File: config.mk
export PLATFORM = sky130hd
export DESIGN_NAME = trap_controller
export DESIGN_NICKNAME = d
export VERILOG_FILES = /design/src/rtl/trap_controller.sv
export SDC_FILE = /design/constraint.sdc
export NUM_CORES = 1
export LEC_CHECK = 0
export CAP_MARGIN = 5
export CORE_ASPECT_RATIO = 1.1
export CORE_MARGIN = 3
export CORE_UTILIZATION = 42
export DETAILED_ROUTE_END_ITERATION = 16
export PLACE_DENSITY = 0.76
export RECOVER_POWER = 100
export SLEW_MARGIN = 20
export SYNTH_ARGS = -nofsm -noshare
export SYNTH_HDL_FRONTEND = slang
export SYNTH_SLANG_ARGS = --single-unit
File: constraint.sdc
create_clock -name clk -period 1.7 [get_ports clk]
set_clock_uncertainty 0.15 [all_clocks]
set_input_delay 0.17 -clock clk [delete_from_list [all_inputs] [get_ports clk]]
set_output_delay 0.17 -clock clk [all_outputs]
set_load 0.005 [all_outputs]
File: src/rtl/trap_controller.sv
// Trap sequencer: saves mepc/mcause/mtval, fetches mtvec (or mepc for MRET)
// and hands the redirect target to the PC mux while stalling the pipeline.
module trap_controller #(
    parameter int          XLEN        = 32,
    parameter logic [11:0] MTVEC_ADDR  = 12'h305,
    parameter logic [11:0] MEPC_ADDR   = 12'h341,
    parameter logic [11:0] MCAUSE_ADDR = 12'h342,
    parameter logic [11:0] MTVAL_ADDR  = 12'h343
) (
    input  logic            clk,
    input  logic            reset_n,
    input  logic [2:0]      trap_status,
    input  logic [XLEN-1:0] pc,
    input  logic [31:0]     instruction,
    input  logic [XLEN-1:0] bad_addr,
    input  logic [XLEN-1:0] csr_read_data,
    output logic            csr_trap_write,
    output logic [11:0]     csr_trap_address,
    output logic [XLEN-1:0] csr_trap_write_data,
    output logic [XLEN-1:0] trap_target,
    output logic            trap_target_valid,
    output logic            trap_done
);

    localparam logic [2:0] TS_NONE             = 3'd0;
    localparam logic [2:0] TS_ECALL            = 3'd1;
    localparam logic [2:0] TS_EBREAK           = 3'd2;
    localparam logic [2:0] TS_MISALIGNED_INSTR = 3'd3;
    localparam logic [2:0] TS_MISALIGNED_LOAD  = 3'd4;
    localparam logic [2:0] TS_MISALIGNED_STORE = 3'd5;
    localparam logic [2:0] TS_ILLEGAL          = 3'd6;
    localparam logic [2:0] TS_MRET             = 3'd7;

    typedef enum logic [2:0] {
        IDLE,
        W_MEPC,
        W_MCAUSE,
        W_MTVAL,
        R_MTVEC,
        R_MEPC,
        DONE
    } state_t;

    state_t            state_q, state_d;
    logic [XLEN-1:0]   pc_q, pc_d;
    logic [31:0]       instr_q, instr_d;
    logic [XLEN-1:0]   bad_addr_q, bad_addr_d;
    logic [2:0]        cause_q, cause_d;
    logic [XLEN-1:0]   trap_target_q, trap_target_d;

    // Low two bits of any CSR read are discarded so targets stay word aligned.
    logic              unused_read_bits;
    assign unused_read_bits = ^csr_read_data[1:0];

    always_ff @(posedge clk or negedge reset_n) begin
        if (!reset_n) begin
            state_q       <= IDLE;
            pc_q          <= '0;
            instr_q       <= '0;
            bad_addr_q    <= '0;
            cause_q       <= '0;
            trap_target_q <= '0;
        end else begin
            state_q       <= state_d;
            pc_q          <= pc_d;
            instr_q       <= instr_d;
            bad_addr_q    <= bad_addr_d;
            cause_q       <= cause_d;
            trap_target_q <= trap_target_d;
        end
    end

    always_comb begin
        state_d             = state_q;
        pc_d                = pc_q;
        instr_d             = instr_q;
        bad_addr_d          = bad_addr_q;
        cause_d             = cause_q;
        trap_target_d       = trap_target_q;
        csr_trap_write      = 1'b0;
        csr_trap_address    = 12'h000;
        csr_trap_write_data = '0;
        trap_target_valid   = 1'b0;
        trap_done           = 1'b0;

        case (state_q)
            IDLE: begin
                trap_done = (trap_status == TS_NONE);
                if (trap_status != TS_NONE) begin
                    pc_d       = pc;
                    instr_d    = instruction;
                    bad_addr_d = bad_addr;
                    cause_d    = trap_status;
                    state_d    = (trap_status == TS_MRET) ? R_MEPC : W_MEPC;
                end
            end
            W_MEPC: begin
                csr_trap_write      = 1'b1;
                csr_trap_address    = MEPC_ADDR;
                csr_trap_write_data = {pc_q[XLEN-1:2], 2'b00};
                state_d             = W_MCAUSE;
            end
            W_MCAUSE: begin
                csr_trap_write   = 1'b1;
                csr_trap_address = MCAUSE_ADDR;
                // Only synchronous exceptions reach here, so the interrupt bit stays 0.
                case (cause_q)
                    TS_ECALL:            csr_trap_write_data = XLEN'(4'd11);
                    TS_EBREAK:           csr_trap_write_data = XLEN'(4'd3);
                    TS_MISALIGNED_INSTR: csr_trap_write_data = XLEN'(4'd0);
                    TS_MISALIGNED_LOAD:  csr_trap_write_data = XLEN'(4'd4);
                    TS_MISALIGNED_STORE: csr_trap_write_data = XLEN'(4'd6);
                    TS_ILLEGAL:          csr_trap_write_data = XLEN'(4'd2);
                    default:             csr_trap_write_data = '0;
                endcase
                state_d = W_MTVAL;
            end
            W_MTVAL: begin
                csr_trap_write   = 1'b1;
                csr_trap_address = MTVAL_ADDR;
                case (cause_q)
                    TS_MISALIGNED_INSTR,
                    TS_MISALIGNED_LOAD,
                    TS_MISALIGNED_STORE: csr_trap_write_data = bad_addr_q;
                    TS_ILLEGAL:          csr_trap_write_data = XLEN'(instr_q);
                    TS_EBREAK:           csr_trap_write_data = pc_q;
                    default:             csr_trap_write_data = '0;
                endcase
                state_d = R_MTVEC;
            end
            R_MTVEC: begin
                csr_trap_address = MTVEC_ADDR;
                trap_target_d    = {csr_read_data[XLEN-1:2], 2'b00};
                state_d          = DONE;
            end
            R_MEPC: begin
                csr_trap_address = MEPC_ADDR;
                trap_target_d    = {csr_read_data[XLEN-1:2], 2'b00};
                state_d          = DONE;
            end
            DONE: begin
                trap_target_valid = 1'b1;
                trap_done         = 1'b1;
                state_d           = IDLE;
            end
            default: state_d = IDLE;
        endcase
    end

    assign trap_target = trap_target_q;

endmodule

==> flow_summary_export.csv <==
group,metric,value,unit
drt,drt_iter0_drc,377,
cells_and_area,bufAreaShareNonClock,31.7,%
cells_and_area,ff_count,132,
timing,setup_viol_count_final,170,
placement,placed_area,0.00954,mm^2
drt,vias,5975,
drt,dr_wl_met3,1.37,mm
cells_and_area,n_fill_cell,858,
power_and_ir_drop,p_int,17.1,mW
drt,highest_layer,"met4",
yosys,ys_area,0.00669,mm^2
status,violations,"setup timing",
yosys,netlist_area,0.00669,mm^2
clock_network,cts_tree,"yes",
clock_network,numCtsBuffers,17,
clock_network,ctsHoldBuffers,1,
floorplanning,io_pins,212,
timing,fin_crit,2.37,ns
timing,worst_slack,-0.668,ns
cells_and_area,final-seq-area,0.00331,mm^2
floorplanning,num_rows,47,
yosys,ys_sh_aoi,7.73,%
worst_setup_path,worstSetupPathType,"register to primary output",
yosys,yosys_warnings,0,
power_and_ir_drop,ir_drop,0.00122,V
yosys,top_cell_area_share,49.4,%
floorplanning,die_x,126,um
yosys,syn_inst,511,
floorplanning,core_area,0.0153,mm^2
cells_and_area,reg_top3,"bad_addr_q x32, instr_q x32, pc_q x32",
cells_and_area,drive_gt1_share,53.2,%
power_and_ir_drop,finalPower,26.0,mW
clock_network,cts.sinks,132,
placement,place_ws,-0.563,ns
grt,busiest_layer,"met2",
placement,numPortBuffers,201,
cells_and_area,non_clock_buffer_count,363,
power_and_ir_drop,power-top-group,"combinational cells",
yosys,edf_count,0,
power_and_ir_drop,p_per_area,2180,mW/mm^2
yosys,post-synth-top-count-cell,"dfrtp_1",
timing,max_slew_margin,35.0,%
timing,whs,0.212,ns
clock_network,postCtsSetupBuffers,35,
yosys,ys_seq_share,49.4,%
grt,overflow,0,
job,drv_cap,0,
yosys,async_flop_share,100,%
drt,ant_nets,0,
cells_and_area,logic_area,0.00399,mm^2
placement,hpwl,13.9,mm
cells_and_area,lay_top_count,"clkdlybuf4s50_1",
power_and_ir_drop,comb_power,16.5,mW
yosys,netlist_logic_family_top,"multiplexers",
worst_setup_path,crit_chain,"buf_12, buf_12, buf_16, mux2_4, a221oi_4, o21ai_1, buf_2",
cells_and_area,logic_gate_count,328,
status,status,"finished with violations",
timing,tns,-65.86,ns
placement,place.gp.congestion,0.834,
power_and_ir_drop,swShare,34.0,%
power_and_ir_drop,combPwrFrac,63.7,%
worst_setup_path,end_kind,"primary output",
cells_and_area,area_share_clock_buf_inv,4.70,%
clock_network,htreeDepth,4,
hold_path,hp-start,"bad_addr[19]",
floorplanning,dieArea,0.0175,mm^2
drt,routed_wirelength,25.7,mm
cells_and_area,most-common-layout-cells,"158 x clkdlybuf4s50_1, 150 x mux2_4, 130 x dfrtp_1",
yosys,fa_ha_area_share,0,%
grt,antenna_found_initial,1,
floorplanning,die_y,138,um
power_and_ir_drop,seq_power_share,22.7,%
clock_network,cts_root_buf,"clkbuf_16",
worst_setup_path,r2r_start,"state_q[1]$_DFFE_PN0N_",
timing,rsz0062_at_grt,"yes",
floorplanning,initCoreUtil,43.6,%
==> images/met2.png <==
Scale: 3 px per um.
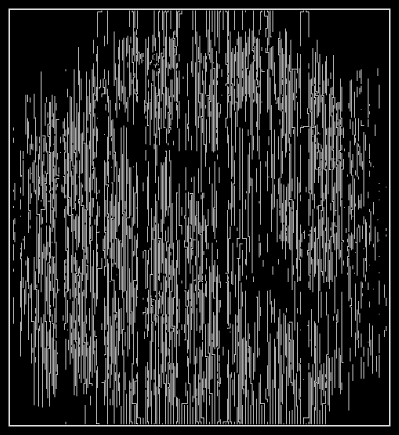
nets with wire on the layer: 918
share of all routed wire: 54%
wire length on this layer: 13,800 um
longest straight run: 46.9 um
main direction: vertical

==> images/zoom.png <==
Window x 51 to 76, y 57 to 82 um. Cells in grey, sequential cells in the stronger grey; small squares are vias.
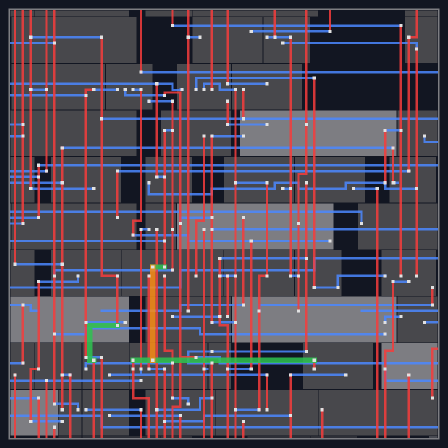
[red] met2
[blue] met1
[orange] met4
[green] met3
netlist names of flops here include: cause_q (2), state_q (2)
sequential cells in the window: 4
most frequent: buf_6 (9), buf_4 (9)
cells with their middle in the window: 40

==> images/final_congestion.png <==
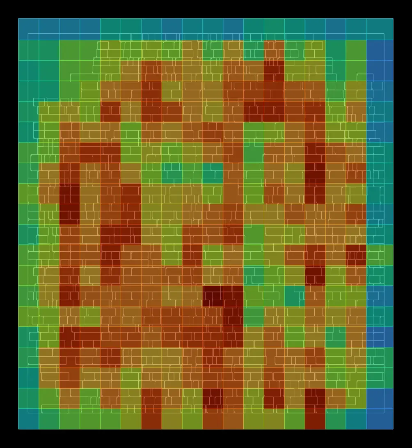
met2 Use GR: 50.8%
Final Util: 77.5%
GR Util met3: 5.17%
wire per inst: 24.4 um
met1 Track Usage GR: 32.5%

==> images/registers.png <==
Scale: 3 px per um. Other sequential cells in the stronger grey, the rest of the logic in the fainter grey.
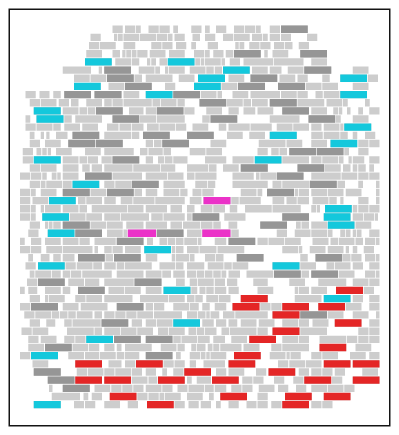
[red] trap_target | placed flops: 30
[cyan] pc_q | placed flops: 32
[magenta] cause_q | placed flops: 3
not coloured: 67

==> images/drive_strength.png <==
Scale: 3 px per um.
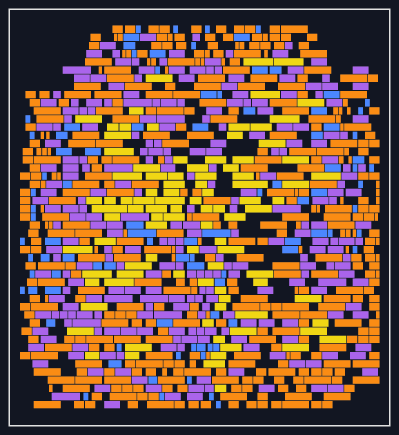
[purple] drive 3 to 4 | cells: 268
[yellow] drive 6 and up | cells: 95
[orange] drive 1 or less | cells: 401
[blue] drive 2 | cells: 92

Power figures rest on the tool's default switching activity, not on a simulated workload.
